### src/rtl/maze_pkg.sv
// Shared types and constants for the maze game controller.
// State encodings, move directions, grid and wall-vector sizes.
package maze_pkg;

  typedef enum logic [2:0] {
    IDLE      = 3'd0,
    GEN_START = 3'd1,
    GEN_WAIT  = 3'd2,
    PLAY      = 3'd3,
    WIN       = 3'd4,
    LOSE      = 3'd5
  } state_t;

  localparam logic [1:0] DIR_UP    = 2'd0;
  localparam logic [1:0] DIR_RIGHT = 2'd1;
  localparam logic [1:0] DIR_DOWN  = 2'd2;
  localparam logic [1:0] DIR_LEFT  = 2'd3;

  localparam int GRID_W = 10;
  localparam int GRID_H = 15;

  localparam int H_WALL_BITS = 160;
  localparam int V_WALL_BITS = 165;

  localparam logic [3:0] X_MAX = 4'(GRID_W - 1);
  localparam logic [3:0] Y_MAX = 4'(GRID_H - 1);

endpackage

### src/rtl/maze_lfsr.sv
// 8-bit Fibonacci LFSR, x^8+x^6+x^5+x^4+1, advancing every cycle.
// A zero seed is replaced by 8'h01 so the register never locks up.
module maze_lfsr #(
  parameter logic [7:0] SEED = 8'hA5
) (
  input  logic       clk,
  input  logic       rst,
  output logic [7:0] q
);

  localparam logic [7:0] INIT = (SEED == 8'h00) ? 8'h01 : SEED;

  logic [7:0] r_q;
  logic       w_fb;

  assign w_fb = r_q[7] ^ r_q[5] ^ r_q[4] ^ r_q[3];

  always_ff @(posedge clk) begin
    if (rst) r_q <= INIT;
    else     r_q <= {r_q[6:0], w_fb};
  end

  assign q = r_q;

endmodule

### src/rtl/maze_game_ctrl.sv
// Maze level sequencer: drives the generator, then runs one play session.
// Optional play time budget is enabled with MAZE_CTRL_TIMER_EN.
module maze_game_ctrl
  import maze_pkg::*;
#(
  parameter logic [7:0] LFSR_SEED = 8'hA5
`ifdef MAZE_CTRL_TIMER_EN
  ,
  parameter int unsigned TIMEOUT_CYCLES = 1000000
`endif
) (
  input  logic                   clk,
  input  logic                   rst,
  input  logic                   start,
  input  logic                   move_valid,
  input  logic [1:0]             move_dir,
  output logic                   move_ready,
  output logic                   gen_rst,
  output logic [7:0]             gen_rnd,
  input  logic                   gen_busy,
  input  logic [H_WALL_BITS-1:0] h_walls,
  input  logic [V_WALL_BITS-1:0] v_walls,
  output logic [3:0]             player_x,
  output logic [3:0]             player_y,
  output logic [7:0]             level,
  output logic [2:0]             state,
  output logic                   bump,
  output logic                   win,
  output logic                   lose
);

  state_t     r_state;
  state_t     w_next;
  logic [3:0] r_x;
  logic [3:0] r_y;
  logic [7:0] r_level;
  logic       r_bump;
  logic       r_win;

  logic       w_acc;
  logic       w_enter;
  logic [3:0] w_tx;
  logic [3:0] w_ty;
  logic [7:0] w_hidx;
  logic [7:0] w_vidx;
  logic       w_off;
  logic       w_wall;
  logic       w_blk;
  logic       w_win_mv;
  logic       w_tmo;

  maze_lfsr #(
    .SEED(LFSR_SEED)
  ) u_lfsr (
    .clk(clk),
    .rst(rst),
    .q  (gen_rnd)
  );

  assign w_acc   = move_valid && (r_state == PLAY);
  assign w_enter = (r_state == GEN_WAIT) && !gen_busy;

  // Off-grid test stands alone so wall bits past the edge are ignored.
  always_comb begin
    w_tx   = r_x;
    w_ty   = r_y;
    w_hidx = 8'(r_y) * 8'd10 + 8'(r_x);
    w_vidx = 8'(r_y) * 8'd11 + 8'(r_x);
    w_off  = 1'b0;
    w_wall = 1'b0;
    unique case (move_dir)
      DIR_UP: begin
        w_off  = (r_y == 4'd0);
        w_wall = h_walls[w_hidx];
        w_ty   = r_y - 4'd1;
      end
      DIR_RIGHT: begin
        w_off  = (r_x == X_MAX);
        w_wall = v_walls[w_vidx + 8'd1];
        w_tx   = r_x + 4'd1;
      end
      DIR_DOWN: begin
        w_off  = (r_y == Y_MAX);
        w_wall = h_walls[w_hidx + 8'd10];
        w_ty   = r_y + 4'd1;
      end
      default: begin
        w_off  = (r_x == 4'd0);
        w_wall = v_walls[w_vidx];
        w_tx   = r_x - 4'd1;
      end
    endcase
  end

  assign w_blk    = w_off || w_wall;
  assign w_win_mv = w_acc && !w_blk
                 && (w_tx == X_MAX)
                 && (w_ty == Y_MAX);

`ifdef MAZE_CTRL_TIMER_EN
  logic [19:0] r_tmr;
  logic        r_lose;

  always_ff @(posedge clk) begin
    if (rst) begin
      r_tmr <= '0;
    end else if (w_enter) begin
      r_tmr <= 20'(TIMEOUT_CYCLES);
    end else if (r_state == PLAY && r_tmr != '0) begin
      r_tmr <= r_tmr - 20'd1;
    end
  end

  // Expires on the edge where the counter reaches zero.
  assign w_tmo = (r_state == PLAY) && (r_tmr <= 20'd1);

  always_ff @(posedge clk) begin
    if (rst) r_lose <= 1'b0;
    else     r_lose <= w_tmo && !w_win_mv;
  end

  assign lose = r_lose;
`else
  assign w_tmo = 1'b0;
  assign lose  = 1'b0;
`endif

  always_ff @(posedge clk) begin
    if (rst) r_state <= IDLE;
    else     r_state <= w_next;
  end

  always_comb begin
    w_next = r_state;
    unique case (r_state)
      IDLE:      if (start) w_next = GEN_START;
      GEN_START: w_next = GEN_WAIT;
      GEN_WAIT:  if (!gen_busy) w_next = PLAY;
      PLAY: begin
        if (w_win_mv)   w_next = WIN;
        else if (w_tmo) w_next = LOSE;
      end
      WIN:       if (start) w_next = GEN_START;
      LOSE:      if (start) w_next = GEN_START;
      default:   w_next = IDLE;
    endcase
  end

  always_comb begin
    gen_rst    = rst
              || (r_state == IDLE)
              || (r_state == GEN_START);
    move_ready = (r_state == PLAY);
  end

  always_ff @(posedge clk) begin
    if (rst) begin
      r_x     <= '0;
      r_y     <= '0;
      r_level <= '0;
      r_bump  <= 1'b0;
      r_win   <= 1'b0;
    end else begin
      r_bump <= w_acc && w_blk;
      r_win  <= w_win_mv;
      if (w_enter) begin
        r_x <= '0;
        r_y <= '0;
      end else if (w_acc && !w_blk) begin
        r_x <= w_tx;
        r_y <= w_ty;
      end
      if (r_state == WIN && start && r_level != 8'hFF)
        r_level <= r_level + 8'd1;
    end
  end

  assign player_x = r_x;
  assign player_y = r_y;
  assign level    = r_level;
  assign state    = r_state;
  assign bump     = r_bump;
  assign win      = r_win;

endmodule
### config.mk
export PLATFORM = sky130hd
export DESIGN_NAME = maze_game_ctrl
export DESIGN_NICKNAME = d
export VERILOG_FILES = /design/src/rtl/maze_pkg.sv /design/src/rtl/maze_lfsr.sv /design/src/rtl/maze_game_ctrl.sv
export SDC_FILE = /design/constraint.sdc
export NUM_CORES = 1
export LEC_CHECK = 0
export CAP_MARGIN = 20
export CORE_AREA = 2 2 181 112
export DETAILED_ROUTE_END_ITERATION = 6
export DIE_AREA = 0 0 183 114
export GPL_TIMING_DRIVEN = 1
export PLACE_DENSITY_LB_ADDON = 0.3
export SYNTH_ARGS = -nofsm -noshare
export SYNTH_HDL_FRONTEND = slang
export SYNTH_SLANG_ARGS = --single-unit
export TNS_END_PERCENT = 30
### constraint.sdc
create_clock -name clk -period 5.89 [get_ports clk]
set_clock_uncertainty 0.2 [all_clocks]
set_input_delay 1.178 -clock clk [delete_from_list [all_inputs] [get_ports clk]]
set_output_delay 1.178 -clock clk [all_outputs]
set_load 0.03 [all_outputs]
==> run summary <==
Physical implementation.

- The dominant logic cell type in the layout is clkdlybuf4s50_1.
- The minimum period implied by the final worst setup slack is 5.44 ns.
- Synthesis produced a netlist whose cell count is 754.
- The first global-routing pass estimated 45900 um of wire.
- The transition time recorded at the tightest slew-check pin is 1.03 ns.
- The stage logs contain a warning count of 29.
- The run finished with clean final reports.
- After legalization and detailed placement, the total HPWL measured 24500 um.
- The routed design uses 13000 um of met2 wire.
- The total grt overflow is 0.
- The total of max-cap violations is 0.
- Per the timing report, the achievable frequency comes out to 184 MHz.
- The length of routed met3 wiring is 2750 um.
- The sequential area share after synthesis is 6.99%.
- The power report lists cell-internal power as 0.000866 W.
- The number of flops mapped to enable cells by yosys is 0.
- Of the post-synthesis cell area, the dominant cell type holds 45.6%.
- The pin count of the biggest net entering global routing is 91.
- The root buffer cell is clkbuf_16.
- The adder-cell share of the synthesized area is 6.21%.
- The setup TNS is 0 ns.
- Per the OpenROAD power report, leakage power amounts to 4.25 nW.
- The overall die width is 183 um.
- According to the CTS report, the clock sink count is 29.
- By area, the combinational part of the netlist is dominated by multiplexers.
- During I/O placement, the number of pins put on the boundary was 364.
run 1: power groups by stage:
stage / Sequential (W) / Clock [W] / Combinational [W]
after global routing: 0.000223 / 0.000254 / 0.000887
final: 0.000221 / 0.000240 / 0.000831
after detailed placement: 0.000225 / 0 / 0.000826
after floorplan: 0.000243 / 0 / 0.000428
after global placement: 0.000224 / 0 / 0.000814
after CTS: 0.000221 / 0.000246 / 0.000829
run 1: flip-flops by register name, indices dropped and copies added (netlist names):
register,cells
bump,1
u_lfsr.q,8
player_y,4
player_x,4
win,1
state,3
level,8
run 1: worst max-delay path, stage by stage, from the launching register on:
cell	delay, ns
dfxtp_1	0.49
ha_2	0.27
inv_1	0.05
fa_1	0.52
clkinv_1	0.07
buf_4	0.18
ha_1	0.33
buf_12	0.25
mux4_2	0.33
mux4_2	0.53
a21boi_0	0.15
o41ai_1	0.45
a2111oi_0	0.14
dlymetal6s2s_1	0.21
a211o_1	0.37
or4_1	0.61
mux2i_1	0.16
run 1: metrics by stage:
stage	std cells	hold slack, ns	worst slack (ns)	total power [W]
after floorplan	754	0.395	0.397	0.000671
after global placement	1334	0.228	0.640	0.00104
after detailed placement	1334	0.226	0.579	0.00105
after CTS	1342	0.240	0.522	0.00130
after global routing	1343	0.260	0.00841	0.00136
final	1343	0.235	0.446	0.00129
run 1: logic make-up (layout without fill, tap and decap cells):
group | after synthesis | in the layout
AND-OR/OR-AND | 140 | 140
XOR/XNOR | 29 | 29
adder cells (fa/ha/maj) | 37 | 37
buffers and inverters | 78 | 415
flip-flops | 29 | 29
multiplexers | 240 | 240
other | 1 | 1
AND/OR/NAND/NOR | 200 | 200
run 1: synthesized netlist by cell type, types with 6 or more instances:
cell      instances
a211o_1           8
a211oi_1         12
a21o_1            9
a21oi_1          23
a221oi_1          6
a22oi_1           6
buf_1             9
buf_2            20
clkbuf_1         30
dfxtp_1          29
fa_1              7
ha_1             30
inv_1            13
mux2_2           13
mux2i_1          59
mux4_2          168
nand2_1          54
nand2b_1         10
nand3_1          23
nand4_1           7
nor2_1           31
nor2b_1          15
nor3_1           12
nor4_1            7
o21ai_0          17
or2_2             7
xnor2_1          18
xor2_1           10
run 1: area by class of cell:
cell class / instances / area (um2) / area share [%]
well taps: 252 / 315 / 2.54
clock inverters: 2 / 10.0 / 0.0805
inverters: 14 / 52.6 / 0.423
repair buffers: 393 / 3910 / 31.5
clock buffers: 6 / 129 / 1.04
multi-input cells: 647 / 7430 / 59.8
flip-flops and latches: 29 / 584 / 4.70
run 1: path summary, 6_finish.rpt:
check / to / slack, ns / depth (start not counted)
max reg2reg: player_y[1]$_SDFFE_PP0P_ / 0.45 / 16
min: u_lfsr.q[2]$_SDFF_PP1_ / 0.23 / 1
max: player_y[1]$_SDFFE_PP0P_ / 0.45 / 16
min reg2reg: u_lfsr.q[2]$_SDFF_PP1_ / 0.23 / 1
run 1: metal layers:
layer | track usage, % | vias up
met4 | 3.84 | 0
met2 | 42.9 | 445
met1 | 40.6 | 4167
met5 | 0 | -
li1 | - | 3859
met3 | 5.81 | 23
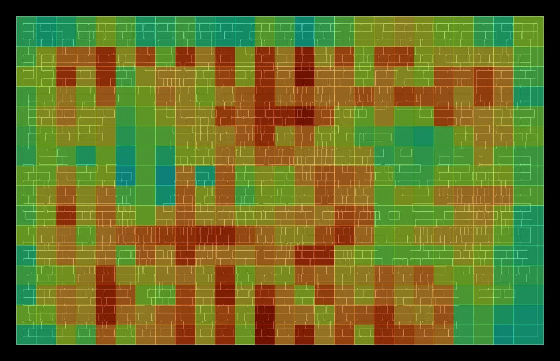
(run_1/final_congestion.png)
global-route met1 utilization: 40.6%
final core utilization: 64.0%
met2 track utilization from global routing: 42.9%
Total GRT Usage: 27.5%
met3 capacity usage during global routing: 5.81%

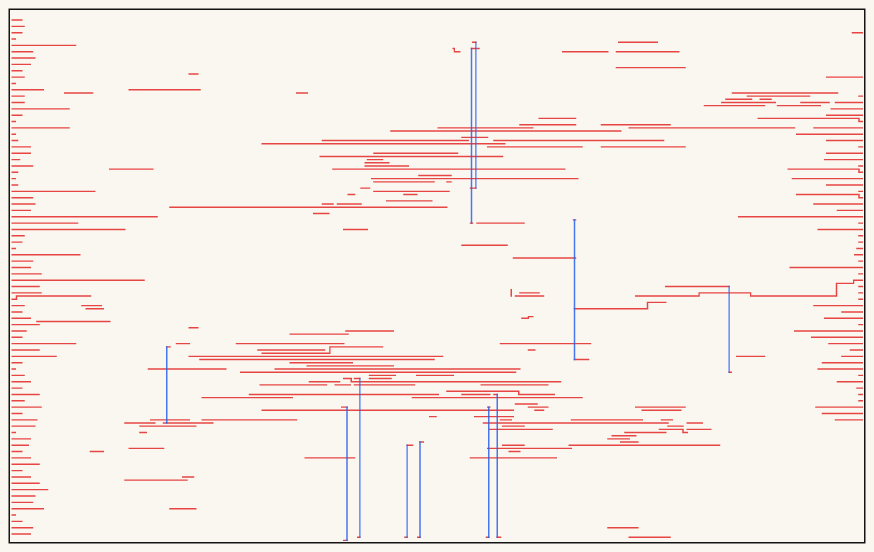
(run_1/metal_stack.png)
Only two layers are drawn.
red -> met3  # wire length 2750 um
blue -> met4  # wire length 294 um
total number of vias: 8494
wire length per cell: 21.5 um
Final Routed Wirelength: 28900 um

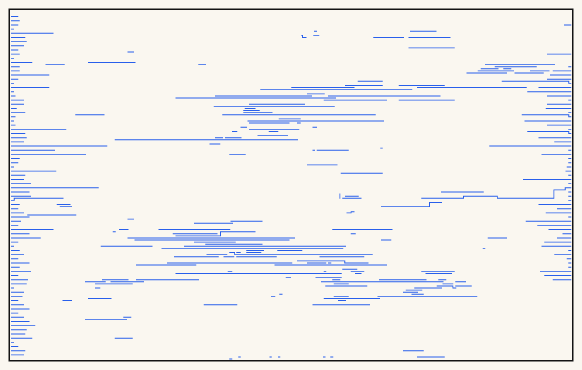
(run_1/met3.png)
main direction = horizontal
share of all routed wire = 9.5%

Power is estimated from default activity; no workload was simulated.
